Fig. 1: clock wires, drivers and flops
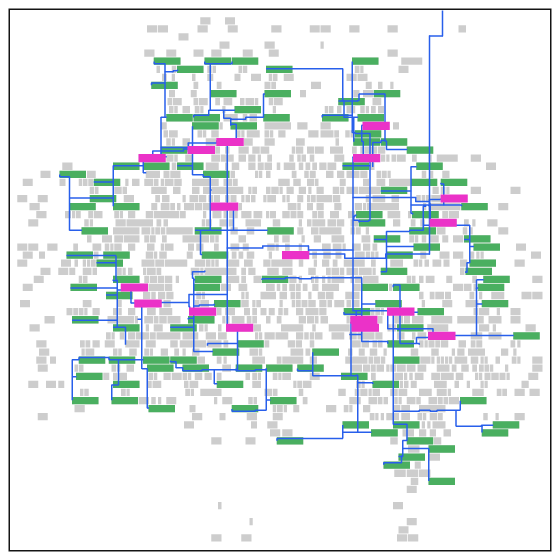
Fig. 2: register map, names as in the netlist
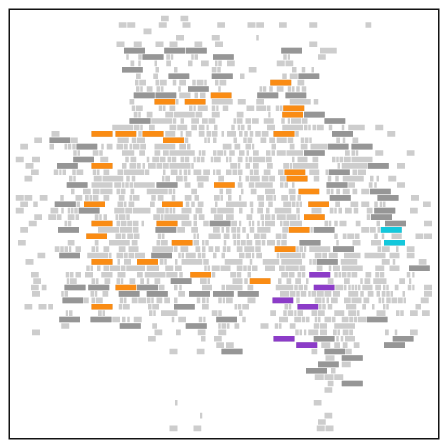
Fig. 3: M4 wires
Bar = 50 µm. Supply wires on this layer in grey.
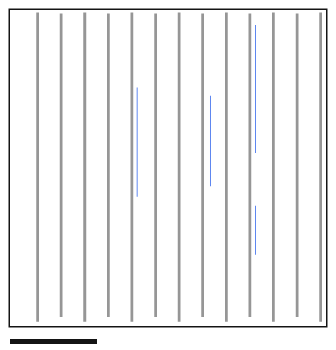
Fig. 4: signal metal coverage by tile
Bar = 50 µm. 36 x 36 tiles, from dark purple (low) to yellow (high), scaled to the fullest tile. Values are wire area over tile area, all layers added.
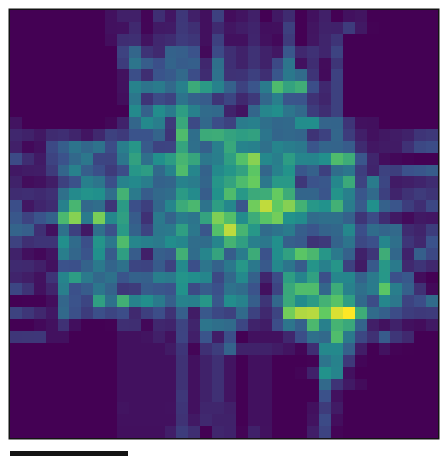
## src/rtl/fib_seq_if.sv

```systemverilog
// Result stream from the recurrence engine: valid/ready beats carrying one term each.
interface fib_seq_if #(
    parameter int OUT_WIDTH = 32
);
    logic                 out_valid;
    logic                 out_ready;
    logic [OUT_WIDTH-1:0] out_data;
    logic                 out_last;

    modport master (output out_valid, out_data, out_last, input out_ready);
    modport slave  (input out_valid, out_data, out_last, output out_ready);
endinterface

```

## src/rtl/fib_seq_engine.sv

```systemverilog
// Generalised two-term recurrence engine T(k)=T(k-1)+T(k-2) with user seeds.
// Single-result mode returns T(n); stream mode emits T(0)..T(n) under backpressure.
module fib_seq_engine #(
    parameter int N_WIDTH   = 6,
    parameter int OUT_WIDTH = 32
) (
    input  logic                 clk,
    input  logic                 rst_n,
    input  logic                 start,
    input  logic [N_WIDTH-1:0]   n,
    input  logic [OUT_WIDTH-1:0] seed0,
    input  logic [OUT_WIDTH-1:0] seed1,
    input  logic                 stream,
    input  logic                 abort,
    output logic                 busy,
    output logic                 done,
    output logic                 ovf,
    fib_seq_if.master            res
);
    typedef enum logic [1:0] {IDLE, CALC, OUT, DONE} state_t;

    state_t               state;
    logic [OUT_WIDTH-1:0] a, b, data_q;
    logic [N_WIDTH-1:0]   idx, n_q;
    logic                 stream_q, valid_q, last_q, done_q, ovf_q;
    logic [OUT_WIDTH:0]   sum;
    logic [N_WIDTH-1:0]   idx_nxt;

    assign sum     = {1'b0, a} + {1'b0, b};
    assign idx_nxt = idx + 1'b1;

    assign busy          = (state != IDLE);
    assign done          = done_q;
    assign ovf           = ovf_q;
    assign res.out_valid = valid_q;
    assign res.out_data  = data_q;
    assign res.out_last  = last_q;

    always_ff @(posedge clk or negedge rst_n) begin
        if (!rst_n) begin
            state    <= IDLE;
            a        <= '0;
            b        <= '0;
            idx      <= '0;
            n_q      <= '0;
            stream_q <= 1'b0;
            valid_q  <= 1'b0;
            data_q   <= '0;
            last_q   <= 1'b0;
            done_q   <= 1'b0;
            ovf_q    <= 1'b0;
        end else begin
            case (state)
                IDLE: begin
                    if (start) begin
                        a        <= seed0;
                        b        <= seed1;
                        n_q      <= n;
                        stream_q <= stream;
                        ovf_q    <= 1'b0;
                        if (stream) begin
                            // First beat T(0) is presented straight from the seed.
                            idx     <= '0;
                            state   <= OUT;
                            valid_q <= 1'b1;
                            data_q  <= seed0;
                            last_q  <= (n == '0);
                        end else begin
                            idx   <= {{(N_WIDTH-1){1'b0}}, 1'b1};
                            state <= CALC;
                        end
                    end
                end
                CALC: begin
                    if (abort) begin
                        state <= IDLE;
                    end else if (n_q <= idx) begin
                        state   <= OUT;
                        valid_q <= 1'b1;
                        last_q  <= 1'b1;
                        data_q  <= (n_q == '0) ? a : b;
                    end else begin
                        a   <= b;
                        b   <= sum[OUT_WIDTH-1:0];
                        idx <= idx_nxt;
                        if (sum[OUT_WIDTH]) ovf_q <= 1'b1;
                    end
                end
                OUT: begin
                    if (abort) begin
                        state   <= IDLE;
                        valid_q <= 1'b0;
                        last_q  <= 1'b0;
                    end else if (res.out_ready) begin
                        if (!stream_q || idx == n_q) begin
                            state   <= DONE;
                            valid_q <= 1'b0;
                            last_q  <= 1'b0;
                            done_q  <= 1'b1;
                        end else begin
                            a      <= b;
                            idx    <= idx_nxt;
                            data_q <= b;
                            last_q <= (idx_nxt == n_q);
                            // b already holds T(n) when idx_nxt==n; skip the add past it.
                            if (idx_nxt != n_q) begin
                                b <= sum[OUT_WIDTH-1:0];
                                if (sum[OUT_WIDTH]) ovf_q <= 1'b1;
                            end
                        end
                    end
                end
                DONE: begin
                    done_q <= 1'b0;
                    state  <= IDLE;
                end
                default: state <= IDLE;
            endcase
        end
    end
endmodule

```

## src/flat_wrapper.sv

```systemverilog
// flat-port wrapper written by rule: the top's interface ports become plain ports
module fib_seq_engine_flat 
#(
    parameter int N_WIDTH   = 6,
    parameter int OUT_WIDTH = 32
)
  (clk, rst_n, start, n, seed0, seed1, stream, abort, busy, done, ovf, res_out_valid, res_out_data, res_out_last, res_out_ready);
  fib_seq_if #(.OUT_WIDTH(OUT_WIDTH)) res_i ();
  input  logic clk;
  input  logic rst_n;
  input  logic start;
  input  logic [N_WIDTH-1:0] n;
  input  logic [OUT_WIDTH-1:0] seed0;
  input  logic [OUT_WIDTH-1:0] seed1;
  input  logic stream;
  input  logic abort;
  output logic busy;
  output logic done;
  output logic ovf;
  output wire logic [$bits(res_i.out_valid)-1:0] res_out_valid;
  output wire logic [$bits(res_i.out_data)-1:0] res_out_data;
  output wire logic [$bits(res_i.out_last)-1:0] res_out_last;
  input wire logic [$bits(res_i.out_ready)-1:0] res_out_ready;
  assign res_out_valid = res_i.out_valid;
  assign res_out_data = res_i.out_data;
  assign res_out_last = res_i.out_last;
  assign res_i.out_ready = res_out_ready;
  fib_seq_engine #(.N_WIDTH(N_WIDTH), .OUT_WIDTH(OUT_WIDTH)) u_core (.clk(clk), .rst_n(rst_n), .start(start), .n(n), .seed0(seed0), .seed1(seed1), .stream(stream), .abort(abort), .busy(busy), .done(done), .ovf(ovf), .res(res_i));
endmodule
```

## config.mk

```make
export PLATFORM = sky130hd
export DESIGN_NAME = fib_seq_engine_flat
export DESIGN_NICKNAME = d
export VERILOG_FILES = /design/src/rtl/fib_seq_if.sv /design/src/rtl/fib_seq_engine.sv /design/src/flat_wrapper.sv
export SDC_FILE = /design/constraint.sdc
export NUM_CORES = 1
export LEC_CHECK = 0
export CORE_MARGIN = 2
export CORE_UTILIZATION = 24
export CTS_CLUSTER_DIAMETER = 120
export CTS_CLUSTER_SIZE = 10
export DETAILED_ROUTE_END_ITERATION = 8
export HOLD_SLACK_MARGIN = 0.02
export SLEW_MARGIN = 20
export SYNTH_ARGS = -nofsm -noshare
export SYNTH_HDL_FRONTEND = slang
export SYNTH_SLANG_ARGS = --single-unit
```

## constraint.sdc

```tcl
create_clock -name clk -period 2.6 [get_ports clk]
set_input_delay 0.78 -clock clk [delete_from_list [all_inputs] [get_ports clk]]
set_output_delay 0.78 -clock clk [all_outputs]
set_load 0.05 [all_outputs]
```

==> Slide: Implementation Results <==
Synthesis and Place & Route Summary

Die
  – Io pins: 113
  – Die W: 182 µm
  – Row Count: 65
  – Die y size: 182 µm
  – Die area: 33,100 µm²
  – Core area: 31,300 µm²
  – Fp util: 0.242

Clock network
  – Clock buffer depth: 2
  – Post_cts resized: 8
  – Cts hold-fix bufs: 0
  – Root buf cell: clkbuf_16
  – Clk latency late pin: 0.42 ns
  – CTS buffer count: 17
  – Post-CTS Setup Bufs: 3
  – CTS tree: built

Detailed routing
  – Vias: 7,247
  – Drt first-iter violations: 565
  – # DRC: 0
  – Via-to-Cell Ratio: 4.83
  – Routed length per instance: 16.0 µm
  – DRT antenna net count: 0

Cells and area
  – NumNets Final: 1,206
  – Fill cells: 3,204
  – Clock buf/inv share: 0.0583
  – Final non-filler cell total: 1,500
  – Dominant kind of cell: multi-input combinational cells
  – ANT cells: 0
  – Share of cells above drive strength 1: 0.190
  – Buffer share of cell area: 0.197
  – #MultiIn Comb: 699
  – Seq area share: 0.263
  – Flop Count: 115
  – Storage element area: 2880 µm²
  – Bufs w/o clock: 226
  – Combinational share of cell area: 0.427

Worst hold path
  – Worst min path class: primary input to async pin

Place
  – Placed Instances: 1,451
  – Post-Place Worst Slack: -0.246 ns
  – GP Congestion: 0.885

Synthesis
  – Post-synth top area cell: dfrtp_1
  – Post-synth top cells: dfrtp_1 (115), a21oi_1 (113), nand2_1 (110)
  – Top cells by area: dfrtp_1 (38%), a21oi_1 (7.5%), ha_1 (7.3%), o21ai_0 (5.5%), nand2_1 (5.4%)
  – Yosys reg bits: 115
  – Adder Share, Synth: 0.0752
  – Top-area cell share: 0.379
  – Sequential element share of the synthesized area: 0.379
  – Ys cells: 889
  – Floorplan Nets: 1,010
  – Area fraction in compound gates: 0.251

Final timing
  – Setup-failing EPs final: 7
  – Fin worst setup slack: -0.0978 ns
  – Worst slew pin tran: 0.580 ns
  – Final hold viol count: 0
  – Slew HR: 0.604
  – Final min period: 2.70 ns

Worst setup path
  – CP max stage delay: 0.38 ns
  – CP Cell Sequence: ha_2 -> fa_2 -> a211oi_2 -> nor2_2 -> o31ai_4 -> a311oi_2 -> o211ai_2 -> buf_4 -> a31oi_4 -> mux2i_1 -> o311ai_1
  – WP buf/inv: 1
  – CP top delay family: AND-OR/OR-AND gates
  – Crit Path Max Fanout: 4
  – Crit Path Category: flop to flop

Global route
  – Total gr overflow: 0
  – Largest net degree at the start of global routing: 101
  – First-pass GRT wire length: 38,300 µm
  – Number of global-route vias before repair: 7,117

Status
  – Failing checks: setup timing
  – Outcome: finished with violations
About Fig. 1:
blue -> clock wires  # length 1,940 µm
green -> flip-flops  # count 115
magenta -> cells driving clock nets  # count 17
routed clock nets = 18

About Fig. 2:
orange -> u_core.b  # placed flops 32
cyan -> u_core.state  # placed flops 2
purple -> u_core.idx  # placed flops 6

About Fig. 3:
longest straight run = 73.4 µm
main direction = vertical

About Fig. 4:
fullest tile = 0.55
densest ninth of the die = centre
tiles over half the peak = 10%
nearly empty tiles = 27%

path summary, 6_finish.rpt:
| kind | from | to | slack, ns | cells past startpoint |
|---|---|---|---|---|
| max | u_core.a[0] | u_core.b[28] | -0.1 | 11 |
| min | rst_n | u_core.stream_q | 0.36 | 1 |
| max reg2reg | u_core.a[0] | u_core.b[28] | -0.1 | 11 |
| min reg2reg | u_core.res.out_last | u_core.res.out_last | 0.48 | 2 |
| max in group asynchronous | rst_n | u_core.a[24] | 1.63 | 2 |
| min in group clk | u_core.res.out_last | u_core.res.out_last | 0.48 | 2 |
placed cells by master (no fill, tap or decap), types with 11 or more instances in the layout:
master	count
nor3_1	16
mux2i_1	19
nor2_1	63
nand2_1	107
a221oi_1	32
buf_12	11
xnor2_1	16
dfrtp_1	115
nand3_1	16
o21ai_0	75
nor2b_1	36
buf_4	100
ha_1	33
clkdlybuf4s50_1	110
clkbuf_16	19
inv_1	25
a21o_1	16
a21oi_1	110
metrics by stage:
stage | TNS (ns) | utilization | cell area, µm²
after floorplan | 0 | - | 7600
after global routing | -1.39 | 0.349 | 10900
after global placement | -7.54 | 0.316 | 9890
final | -0.361 | 0.349 | 10900
after CTS | -0.289 | 0.338 | 10600
after detailed placement | -9.09 | 0.316 | 9890
routing by layer:
metal,GRT usage,part of all wire,routed length (µm)
met5,0,0,0
met1,0.197,0.47,11400
met4,0.0371,0.0089,215
met3,0.0273,0.043,1020
met2,0.236,0.48,11500
